### src/rtl/lsu_apb_initiator.sv
// LSU APB initiator: one load/store at a time, funct3/alignment check, SETUP/ACCESS transfer.
// Latency: accept T, SETUP T+1, ACCESS T+2 (+1 per wait state), registered response T+3; illegal request responds at T+2.
// Backpressure: req_ready_o only in IDLE; stall_o holds the pipeline from accept until the response cycle.
//
// Ports: clk_i/rst_ni (async active-low); req_* pipeline request; rsp_* one-cycle response pulse;
//        stall_o pipeline hold; psel_o/penable_o/pwrite_o/paddr_o/pwdata_o/pfunct_code_o APB request;
//        prdata_i/pready_i APB completion.
// Optional: define LSU_APB_TIMEOUT_EN to abort an ACCESS phase after TIMEOUT_CYCLES wait cycles.
module lsu_apb_initiator #(
   parameter int DMEM_ADDR      = 6,
   parameter int DATA_WIDTH     = 32,
   parameter int TIMEOUT_CYCLES = 16
) (
   input  logic                  clk_i,
   input  logic                  rst_ni,
   input  logic                  req_valid_i,
   output logic                  req_ready_o,
   input  logic [DATA_WIDTH-1:0] req_addr_i,
   input  logic                  req_we_i,
   input  logic [DATA_WIDTH-1:0] req_wdata_i,
   input  logic [2:0]            req_funct3_i,
   output logic                  rsp_valid_o,
   output logic [DATA_WIDTH-1:0] rsp_rdata_o,
   output logic                  rsp_err_o,
   output logic                  stall_o,
   output logic                  psel_o,
   output logic                  penable_o,
   output logic                  pwrite_o,
   output logic [DMEM_ADDR-1:0]  paddr_o,
   output logic [DATA_WIDTH-1:0] pwdata_o,
   output logic [2:0]            pfunct_code_o,
   input  logic [DATA_WIDTH-1:0] prdata_i,
   input  logic                  pready_i
);

   typedef enum logic [1:0] {
      ST_IDLE,
      ST_SETUP,
      ST_ACCESS,
      ST_ERR
   } state_t;

   state_t state_q, state_d;

   logic accept;
   logic req_legal;
   logic access_done;
   logic timeout_abort;

   // Only the word index reaches the bus; the byte offset is used for the alignment check.
   logic unused_addr_hi;
   assign unused_addr_hi = ^req_addr_i[DATA_WIDTH-1:DMEM_ADDR+2];

   assign accept      = (state_q == ST_IDLE) && req_valid_i;
   assign access_done = (state_q == ST_ACCESS) && pready_i;

   // Legality of the incoming request; unsigned loads have no store counterpart.
   always_comb begin
      req_legal = 1'b0;
      case (req_funct3_i)
         3'd0:    req_legal = 1'b1;
         3'd1:    req_legal = ~req_addr_i[0];
         3'd2:    req_legal = (req_addr_i[1:0] == 2'b00);
         3'd4:    req_legal = ~req_we_i;
         3'd5:    req_legal = ~req_we_i & ~req_addr_i[0];
         default: req_legal = 1'b0;
      endcase
   end

`ifdef LSU_APB_TIMEOUT_EN
   localparam int CNT_W = $clog2(TIMEOUT_CYCLES + 1);
   // Abort on the wait cycle that brings the count to TIMEOUT_CYCLES.
   localparam logic [CNT_W-1:0] CNT_LAST = CNT_W'(TIMEOUT_CYCLES - 1);

   logic [CNT_W-1:0] to_cnt_q;

   always_ff @(posedge clk_i or negedge rst_ni) begin
      if (!rst_ni) begin
         to_cnt_q <= '0;
      end else if (state_q == ST_SETUP) begin
         to_cnt_q <= '0;
      end else if ((state_q == ST_ACCESS) && !pready_i) begin
         to_cnt_q <= to_cnt_q + 1'b1;
      end
   end

   assign timeout_abort = (state_q == ST_ACCESS) && !pready_i && (to_cnt_q == CNT_LAST);
`else
   localparam int UNUSED_TIMEOUT_CYCLES = TIMEOUT_CYCLES;
   assign timeout_abort = 1'b0;
`endif

   always_ff @(posedge clk_i or negedge rst_ni) begin
      if (!rst_ni) begin
         state_q <= ST_IDLE;
      end else begin
         state_q <= state_d;
      end
   end

   // Bus strobes and stall decode straight from state so reset releases them immediately.
   always_comb begin
      state_d     = state_q;
      req_ready_o = 1'b0;
      psel_o      = 1'b0;
      penable_o   = 1'b0;
      stall_o     = 1'b1;
      case (state_q)
         ST_IDLE: begin
            req_ready_o = 1'b1;
            stall_o     = req_valid_i;
            if (req_valid_i) begin
               state_d = req_legal ? ST_SETUP : ST_ERR;
            end
         end
         ST_SETUP: begin
            psel_o  = 1'b1;
            state_d = ST_ACCESS;
         end
         ST_ACCESS: begin
            psel_o    = 1'b1;
            penable_o = 1'b1;
            if (pready_i || timeout_abort) begin
               state_d = ST_IDLE;
            end
         end
         ST_ERR: begin
            state_d = ST_IDLE;
         end
         default: begin
            state_d = ST_IDLE;
         end
      endcase
   end

   // Request fields are captured at accept and held until the next accept.
   always_ff @(posedge clk_i or negedge rst_ni) begin
      if (!rst_ni) begin
         paddr_o       <= '0;
         pwrite_o      <= 1'b0;
         pwdata_o      <= '0;
         pfunct_code_o <= '0;
      end else if (accept) begin
         paddr_o       <= req_addr_i[DMEM_ADDR+1:2];
         pwrite_o      <= req_we_i;
         pwdata_o      <= req_wdata_i;
         pfunct_code_o <= req_funct3_i;
      end
   end

   // Response is registered: it appears the cycle after completion, error or abort.
   always_ff @(posedge clk_i or negedge rst_ni) begin
      if (!rst_ni) begin
         rsp_valid_o <= 1'b0;
         rsp_err_o   <= 1'b0;
         rsp_rdata_o <= '0;
      end else begin
         rsp_valid_o <= access_done || timeout_abort || (state_q == ST_ERR);
         rsp_err_o   <= timeout_abort || (state_q == ST_ERR);
         if (access_done) begin
            rsp_rdata_o <= pwrite_o ? '0 : prdata_i;
         end else if (timeout_abort || (state_q == ST_ERR)) begin
            rsp_rdata_o <= '0;
         end
      end
   end

endmodule

### config.mk
export PLATFORM = sky130hd
export DESIGN_NAME = lsu_apb_initiator
export DESIGN_NICKNAME = d
export VERILOG_FILES = /design/src/rtl/lsu_apb_initiator.sv
export SDC_FILE = /design/constraint.sdc
export NUM_CORES = 1
export LEC_CHECK = 0
export CAP_MARGIN = 20
export CELL_PAD_IN_SITES_DETAIL_PLACEMENT = 1
export CELL_PAD_IN_SITES_GLOBAL_PLACEMENT = 1
export CORE_MARGIN = 1
export CORE_UTILIZATION = 29
export DETAILED_ROUTE_END_ITERATION = 10
export PLACE_DENSITY_LB_ADDON = 0.1
export SLEW_MARGIN = 5
export SYNTH_ARGS = -nofsm -noshare
export SYNTH_HDL_FRONTEND = slang
export SYNTH_SLANG_ARGS = --single-unit
### constraint.sdc
create_clock -name clk_i -period 1.77 [get_ports clk_i]
set_input_delay 0.4425 -clock clk_i [delete_from_list [all_inputs] [get_ports clk_i]]
set_output_delay 0.4425 -clock clk_i [all_outputs]
set_load 0.02 [all_outputs]
### Drive-strength map

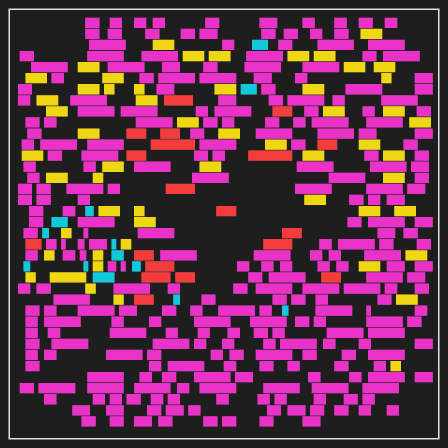
legend:
  cyan:
    size: _2 cells
    cells: 13
    share: 3.6%
  magenta:
    size: _0 and _1 cells
    cells: 277
    share: 76%
  yellow:
    size: _3 and _4 cells
    cells: 55
    share: 15%
  red:
    size: _6 and larger
    cells: 19
    share: 5.2%
area growth from synthesis to final layout: 68.3%
non-clock buffer instance count of the final layout: 176
final design area excluding fillers: 5190 sq um
post-route setup slack: -0.000447 ns

### Routing congestion

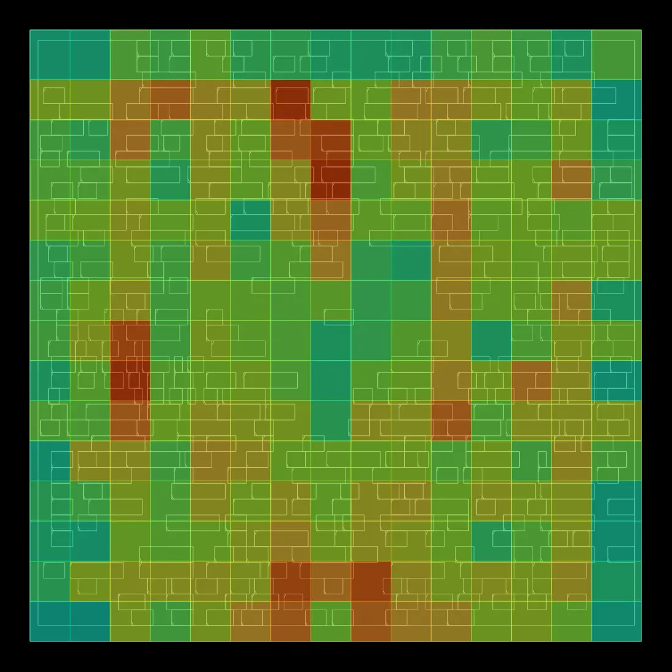
total track usage: 15.4%
detailed-route wire length per cell: 16.3 microns
met1 Usage GRT: 20.3%
met2 Track Usage GR: 24.6%

### Local utilization

The die is cut into 11 by 11 equal tiles; black is low, pale yellow is high, 0 to 100% covered.
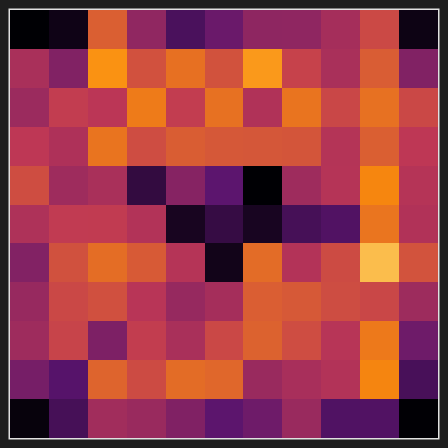
emptiest ninth of the die: middle
fullest tile: 86%
nearly empty tiles: 3.3%
mean over tiles: 45%
tiles over 75% full: 2.5%
Starting Density: 29.9%
Core Footprint: 10,300 sq um
core utilization of the finished layout: 50.3%

==> run summary <==
Setup Slack @ Placement - -0.309 ns
number of hold buffers added after cts - 0
slack of the worst reg-to-reg path - 0.21 ns
Mean Syn Cell Area - 16.9 sq um
logic area - 1060 sq um
number of buffers created by CTS - 9
critical register-to-register path startpoint - state_q[0]$_DFFE_PN0P_
Layout Cells excl Fill - 500
io pins - 184
total negative slack for setup checks - -0.000447 ns
fraction of final layout cells sized beyond drive strength 1 - 23.9%
ys cells - 183
detailed-route DRC error count - 0
number of iterations in the first detailed-routing pass - 4
Cell Rows - 37
shortest period the worst path allows - 1.77 ns
Setup-failing EPs final - 1
Total Wirelength - 8130 microns
count of nets left with antenna violations after detail routing - 0
Fmax achieved - 565 MHz
total instance count after detailed placement - 485
critical path arrival - 1.33 ns
cell depth of the worst flop-to-flop path - 6
most numerous logic cell after layout - sky130_fd_sc_hd__clkdlybuf4s50_1
count of tool warnings - 55
wire length of the first global-routing pass - 13,100 microns
residual overflow from global routing - 0
Setup CP Type - reg2out
global placer's final weighted congestion - 0.748
failing checks - setup timing
DP Area - 4960 sq um
insertion delay to the later sink of the worst-skew pair - 0.33 ns
RSZ-0062 raised after global routing - yes
Critical Path Start Type - flop
drt first-iter violations - 55
overall die width - 105 microns
crit path capture type - output port
status - finished with violations
TritonCTS clock tree - yes
depth of the CTS H-tree - 3
static leakage - 2.82 nW
post-route setup slack - -0.000447 ns
Setup Skew - 0.00613 ns
total nets after synthesis - 291
final tally of max-slew violations - 0
total die area - 11,100 sq um
Clock Pin Slew Worst Setup and Hold Paths - 0.08 ns
largest voltage drop on the vdd net - 869 uV
Port Buf Inserts - 159
final worst path period share - 100%
synthesized flop and latch total - 78
worst hold path type - in2async
worst slew margin relative to its limit - 73.4%
endpoint of the worst-slack reg-to-reg timing path - pfunct_code_o[2]$_DFFE_PN0P_
via count - 2,231
Die Ht - 105 microns
Final Hold Violation Tally - 0
max-cap check violation count - 0
Antenna Diode Count - 0
CTS Buffer Depth - 2
number of global-route vias before repair - 2,395
power density relative to cell area - 1740 nW/um^2
TritonCTS Sinks - 78
placed wire-length estimate - 5850 microns
most frequent cells in the layout - sky130_fd_sc_hd__clkdlybuf4s50_1 (79), sky130_fd_sc_hd__dfrtp_1 (78), sky130_fd_sc_hd__dlygate4sd2_1 (48)
clock root buffer - sky130_fd_sc_hd__clkbuf_8
sequential-to-total area share from yosys stat - 63.3%
CP Data Required Time - 1.33 ns
area reported by Yosys stat - 3090 sq um
Post-layout nets - 468
cell count after synthesis - 183
routed via count divided by cell count - 4.46
largest net degree at the start of global routing - 36
initial antenna violation count - 0
Post-Syn Area - 3090 sq um
Fill cells - 1,039
critical path fanouts, max - 2
measured slew at the worst slew-check pin - 0.399 ns
yosys warns - 0
Yosys cell types - 18
### Cell classes on the final placement

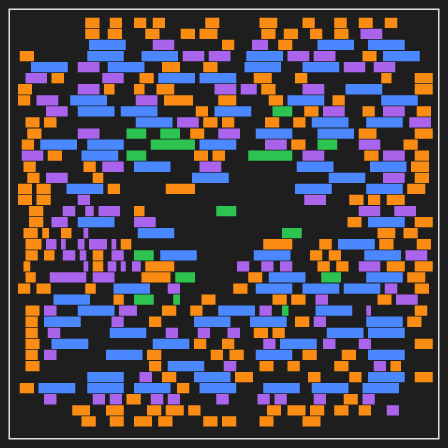
legend:
  orange:
    class: remaining buffers and delay cells
    cells: 176
  blue:
    class: sequential cells
    cells: 78
  purple:
    class: combinational and other logic
    cells: 95
  green:
    class: clock drivers and dummy loads
    cells: 15

### Sequential cells colored by netlist name

Other sequential cells in the stronger gray, the rest of the logic in the fainter gray.
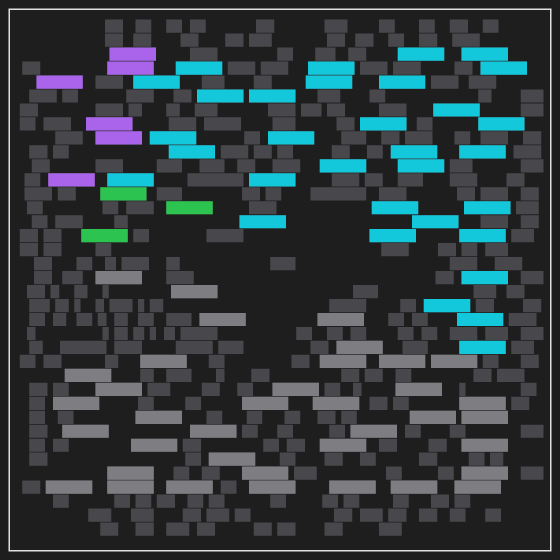
legend:
  purple:
    name_in_the_netlist: paddr_o
    sequential_cells: 6
    where: top left
  cyan:
    name_in_the_netlist: pwdata_o
    sequential_cells: 32
  green:
    name_in_the_netlist: pfunct_code_o
    sequential_cells: 3
area taken by flip-flops and latches: 1950 sq um
sequential cell power: 2.97 mW

[logic make-up (layout without fill, tap and decap cells)]
kind of cell / count (synthesis) / after routing / share of synthesized area (%)
fa+ha+maj: 4 / 4 / 1.62
flops: 78 / 78 / 63.3
mux: 43 / 43 / 20.6
simple gates: 6 / 6 / 1.10
compound gates: 38 / 38 / 10.5
buf+inv: 14 / 195 / 2.92
[critical path: stages, from the launching register on]
cell and delay [ns]:
sky130_fd_sc_hd__dfrtp_1 0.39, sky130_fd_sc_hd__inv_2 0.09, sky130_fd_sc_hd__ha_4 0.13, sky130_fd_sc_hd__or2b_1 0.25, sky130_fd_sc_hd__buf_6 0.14
[routing by layer]
layer	track usage [%]	up-vias	wire length, microns
li1	-	1017	-
met1	20.3	1124	3740
met2	24.6	82	3870
met3	3.93	8	424
met4	5.13	0	95
met5	0	-	0
[power breakdown]
part           internal (mW)  switching [mW]  total, mW
Clock                  0.860           0.625       1.48
Combinational           2.39            2.19       4.58
Sequential              2.56           0.404       2.97
[state kept, by name (all words and copies together), names as in the netlist]
register,flops
state_q,2
rsp_err_o,1
pwdata_o,32
rsp_valid_o,1
pwrite_o,1
paddr_o,6
pfunct_code_o,3
rsp_rdata_o,32
[Yosys cell counts, drive strengths merged]
cell | n | area (sq um)
ha | 4 | 50.1
a221oi | 1 | 8.76
inv | 4 | 15.0
o2bb2ai | 1 | 8.76
or2b | 1 | 7.51
buf | 10 | 75.1
o41ai | 1 | 8.76
a21oi | 3 | 18.8
nor2 | 1 | 6.26
nand2 | 3 | 13.8
dfrtp | 78 | 1950
nand2b | 1 | 6.26
a22o | 32 | 280
mux2 | 43 | 634
[stage by stage]
step / power, mW / hold slack [ns] / utilization [%]
finish: 9.03 / 0.0241 / 50.3
global route: 9.53 / 0.0305 / 50.3
CTS: 9.19 / 0.0212 / 49.5
detailed placement: 8.02 / 0.402 / 48.0
global placement: 7.97 / 0.405 / 48.0
floorplan: 5.65 / 0.147 / -
[final cells by class]
type,count,area share [%]
flip-flops and latches,78,37.6
inverters,4,0.289
clock inverters,4,1.35
repair buffers,176,34.2
multi-input cells,91,20.4
clock buffers,11,2.92
well taps,136,3.28
[how the worst max path moves through the flow]
| stage | from | to | slack, ns | cells after the start |
|---|---|---|---|---|
| after floorplan | state_q[0]$_DFFE_PN0P_ | state_q[1]$_DFFE_PN0P_ | 0.09 | 5 |
| after global placement | req_valid_i | stall_o | -0.30 | 3 |
| after detailed placement | req_valid_i | stall_o | -0.31 | 3 |
| after CTS | state_q[0]$_DFFE_PN0P_ | stall_o | -0.08 | 4 |
| after global routing | state_q[0]$_DFFE_PN0P_ | stall_o | -0.08 | 4 |
| final | state_q[0]$_DFFE_PN0P_ | stall_o | -0.0004 | 4 |
[timing repair]
item,in CTS,in global routing
buffers inserted,0,0
gates resized,63,36
setup endpoints to repair,52,31
Power is estimated from default activity; no workload was simulated.
